Fig. 1: supply network
Scale bar: 20 um. Pins as bars on the die edge. Tap cells in gray.
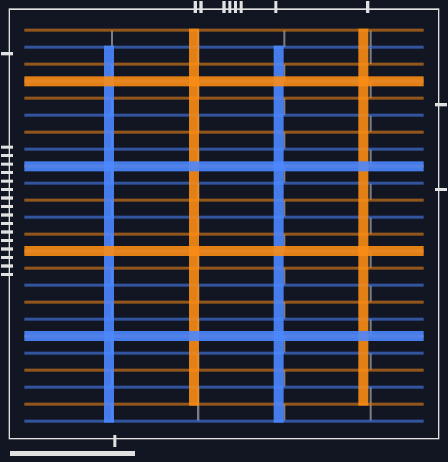
Fig. 2: cells colored by class
Scale bar: 20 um.
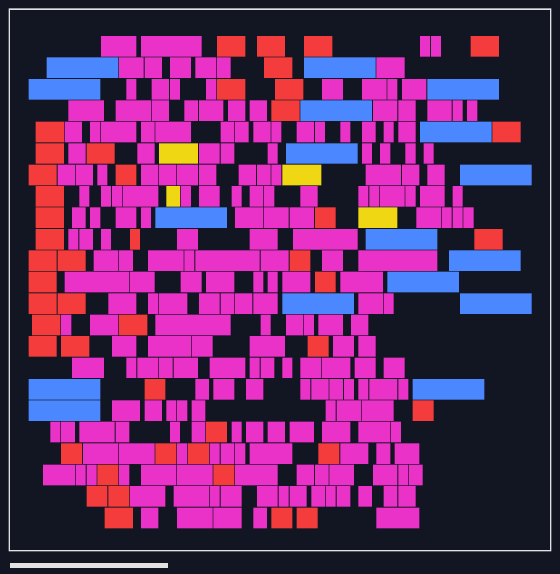
--- src/rtl/timer_irq_arbiter.sv ---
// Arbitrates the timer interrupt sources onto one CPU request line and vectors it.
// Drives a one-cycle flag clear after the acknowledge and aborts stalled REQ/WAIT stays on timeout.
module timer_irq_arbiter #(
    parameter int NUM_SRC     = 6,
    parameter int VEC_WIDTH   = 3,
    parameter int ACK_TIMEOUT = 255
) (
    input  logic                 i_clk,
    input  logic                 i_rst_n,
    input  logic [NUM_SRC-1:0]   i_irq_src,
    input  logic [NUM_SRC-1:0]   i_irq_en,
    input  logic                 i_rr_en,
    input  logic                 i_irq_ack,
    output logic                 o_irq_req,
    output logic [VEC_WIDTH-1:0] o_irq_vec,
    output logic [NUM_SRC-1:0]   o_flag_clr,
    output logic                 o_timeout_err,
    output logic                 o_busy
);

    localparam int TW = (ACK_TIMEOUT > 0) ? $clog2(ACK_TIMEOUT + 1) : 1;
    localparam logic [VEC_WIDTH-1:0] LAST_IDX = VEC_WIDTH'(NUM_SRC - 1);

    typedef enum logic [1:0] {S_IDLE, S_REQ, S_CLR, S_WAIT} state_t;

    state_t               r_state, w_state_nxt;
    logic [VEC_WIDTH-1:0] r_grant, r_rr_ptr, w_winner, w_grant_inc;
    logic [TW-1:0]        r_timer;
    logic                 r_timeout_err;
    logic [NUM_SRC-1:0]   w_pending, w_grant_oh;
    logic                 w_timer_hit, w_load_grant, w_adv_ptr, w_timeout;

    // First pending index at or after base, wrapping; base=0 gives fixed priority.
    function automatic logic [VEC_WIDTH-1:0] pick(input logic [NUM_SRC-1:0] req, input int base);
        logic [VEC_WIDTH-1:0] win;
        logic                 found;
        int                   idx;
        win   = '0;
        found = 1'b0;
        idx   = 0;
        for (int i = 0; i < NUM_SRC; i++) begin
            idx = base + i;
            if (idx >= NUM_SRC) idx = idx - NUM_SRC;
            if (!found && req[idx]) begin
                win   = VEC_WIDTH'(idx);
                found = 1'b1;
            end
        end
        return win;
    endfunction

    assign w_pending   = i_irq_src & i_irq_en;
    assign w_grant_oh  = NUM_SRC'(1) << r_grant;
    assign w_grant_inc = (r_grant == LAST_IDX) ? '0 : r_grant + 1'b1;
    assign w_timer_hit = (ACK_TIMEOUT != 0) && (r_timer == TW'(ACK_TIMEOUT));
    assign w_winner    = pick(w_pending, i_rr_en ? int'(r_rr_ptr) : 0);

    always_comb begin
        w_state_nxt  = r_state;
        w_load_grant = 1'b0;
        w_adv_ptr    = 1'b0;
        w_timeout    = 1'b0;
        case (r_state)
            S_IDLE: begin
                if (|w_pending) begin
                    w_state_nxt  = S_REQ;
                    w_load_grant = 1'b1;
                end
            end
            S_REQ: begin
                // Ack beats withdrawal, withdrawal beats timeout.
                if (i_irq_ack) begin
                    w_state_nxt = S_CLR;
                end else if (!(|(w_pending & w_grant_oh))) begin
                    w_state_nxt = S_IDLE;
                end else if (w_timer_hit) begin
                    w_state_nxt = S_IDLE;
                    w_timeout   = 1'b1;
                    w_adv_ptr   = 1'b1;
                end
            end
            S_CLR: begin
                w_state_nxt = S_WAIT;
                w_adv_ptr   = 1'b1;
            end
            S_WAIT: begin
                if (!(|(i_irq_src & w_grant_oh))) begin
                    w_state_nxt = S_IDLE;
                end else if (w_timer_hit) begin
                    w_state_nxt = S_IDLE;
                    w_timeout   = 1'b1;
                end
            end
            default: w_state_nxt = S_IDLE;
        endcase
    end

    always_ff @(posedge i_clk or negedge i_rst_n) begin
        if (!i_rst_n) begin
            r_state <= S_IDLE;
        end else begin
            r_state <= w_state_nxt;
        end
    end

    always_ff @(posedge i_clk or negedge i_rst_n) begin
        if (!i_rst_n) begin
            r_grant       <= '0;
            r_rr_ptr      <= '0;
            r_timer       <= '0;
            r_timeout_err <= 1'b0;
        end else begin
            r_timeout_err <= w_timeout;
            if (w_load_grant) r_grant <= w_winner;
            if (w_adv_ptr) r_rr_ptr <= w_grant_inc;
            if ((w_state_nxt != r_state) || (ACK_TIMEOUT == 0)) begin
                r_timer <= '0;
            end else if ((r_state == S_REQ) || (r_state == S_WAIT)) begin
                r_timer <= r_timer + 1'b1;
            end
        end
    end

    assign o_irq_req     = (r_state == S_REQ);
    assign o_irq_vec     = o_irq_req ? r_grant : '0;
    assign o_flag_clr    = (r_state == S_CLR) ? w_grant_oh : '0;
    assign o_timeout_err = r_timeout_err;
    assign o_busy        = (r_state != S_IDLE);

endmodule

--- config.mk ---
export PLATFORM = sky130hd
export DESIGN_NAME = timer_irq_arbiter
export DESIGN_NICKNAME = d
export VERILOG_FILES = /design/src/rtl/timer_irq_arbiter.sv
export SDC_FILE = /design/constraint.sdc
export NUM_CORES = 1
export LEC_CHECK = 0
export ABC_CLOCK_PERIOD_IN_PS = 3300
export CAP_MARGIN = 20
export CORE_MARGIN = 2
export CORE_UTILIZATION = 50
export DETAILED_ROUTE_END_ITERATION = 6
export PLACE_DENSITY = 0.74
export RECOVER_POWER = 50
export REMOVE_ABC_BUFFERS = 1
export SLEW_MARGIN = 25
export SYNTH_ARGS = -nofsm -noshare
export SYNTH_HDL_FRONTEND = slang
export SYNTH_SLANG_ARGS = --single-unit
--- constraint.sdc ---
create_clock -name i_clk -period 3.3 [get_ports i_clk]
set_input_delay 0.66 -clock i_clk [delete_from_list [all_inputs] [get_ports i_clk]]
set_output_delay 0.66 -clock i_clk [all_outputs]
set_load 0.05 [all_outputs]
==> writeup.txt <==
The global routing usage on met1 was 0.376. The number of warning messages in the logs is 35. Setup repair after global routing left no endpoint under its margin. Data required time at the worst endpoint: 3.47 ns.

The run gives 4310 um for the HPWL reported at the end of detailed placement. In this run, placement finished with an instance count of 337. The cell sequence reported for the critical path is clkdlybuf4s50_1 -> nand2_1 -> inv_1 -> ha_1 -> a21bo_2 -> and2_1 -> a31o_1 -> o21bai_2 -> a21oi_2 -> a31oi_1 -> a311oi_2.

After layout, the setup clock skew is reported as 0.00174 ns. In the layout the commonest cells are nand2_1, nor2_1, clkdlybuf4s50_1. The tools report the worst slew margin relative to its limit as 0.408. The number of buffers and inverters on the critical path is 2. Post-synthesis mux area share: 0.0938. The critical path's slowest cell was clkdlybuf4s50_1. The final weighted congestion recorded by global placement is 0.894.

The run gives 0 as the hold violation total from the final report. The library cell with the highest instance count after synthesis is nand2_1. The endpoint of the worst hold path was r_rr_ptr[1]$_DFFE_PN0P_. For this run, the detailed router reports a per-instance via density of 5.97.

The tools report the post-CTS setup buffer count as 0. The fraction of registers with async set/reset was 1.00. The cell area after layout was 2550 um2.

Most common logic cell in the routed design: nand2_1. Destination of the worst register-to-register timing path: r_grant[2]$_DFFE_PN0P_. The launch point of the worst hold path is r_rr_ptr[1]$_DFFE_PN0P_. The number of clock sinks came to 17. Looking at the max-slew report, the worst-margin pin has a slew of 0.884 ns. Wire segments on met3 add up to 315 um in the final route. The synthesized-area fraction occupied by and/or/nand/nor cells is 0.299. Category of cells accounting for the largest share of critical-path delay: AND-OR/OR-AND gates. Hold repair after CTS inserted 0 buffers. The routed length on met1 is 2670 um.

The final-layout clock-cell area share came out at 0.0181. The capture point of the critical path was reported as r_grant[0]$_DFFE_PN0P_. The run finished with clean final reports. The overall die area is 4700 um2, and the fraction of post-synthesis cell area in the top cell type by area is 0.204. The power attributed to combinational cells is 1.51 mW, and the final worst-path setup slack is 0.303 ns. The sequential share of power was 0.173. The run gives 1 for the worst hold path depth.

The number of antenna diodes in the final layout is 0. The clock slew at the register clock pins of the worst setup and hold paths is 0.08 ns. Summing internal, switching and leakage power gives 2.03 mW. Clock tree synthesis inserted a total of 3 buffers. The average instance in the mapped netlist occupies 8.40 um2.

CTS reports a maximum clock tree buffer depth of 2. Measured along the y axis, the die boundary spans 68.5 um. The synthesis run shows the most used standard cells to be nand2_1, nor2_1, dfrtp_1.

With the sequential fraction of total cell area at 0.167, the storage element area is 425 um2. 28 I/O pins were placed. The count of flip-flops with a built-in enable after synthesis was 0.

With the switching part of the total power at 0.513, the worst-case reg-to-reg path depth is 11. After layout, the inverter instance count without clock inverters stands at 11.
## Picture notes: Fig. 1
[VSS] blue
[VDD] orange
met4 straps: 4
signal pins: 28
tap cells: 50
met5 straps: 4

## Picture notes: Fig. 2
[clock drivers and dummy loads] yellow | cells: 4
[remaining logic cells] magenta | cells: 224
[registers] blue | cells: 17
[remaining buffers and delay cells] red | cells: 46
standard cell core area: 4000 um2
floorplan row count: 23

No activity file was given, so power comes from the tool's default toggle rates.
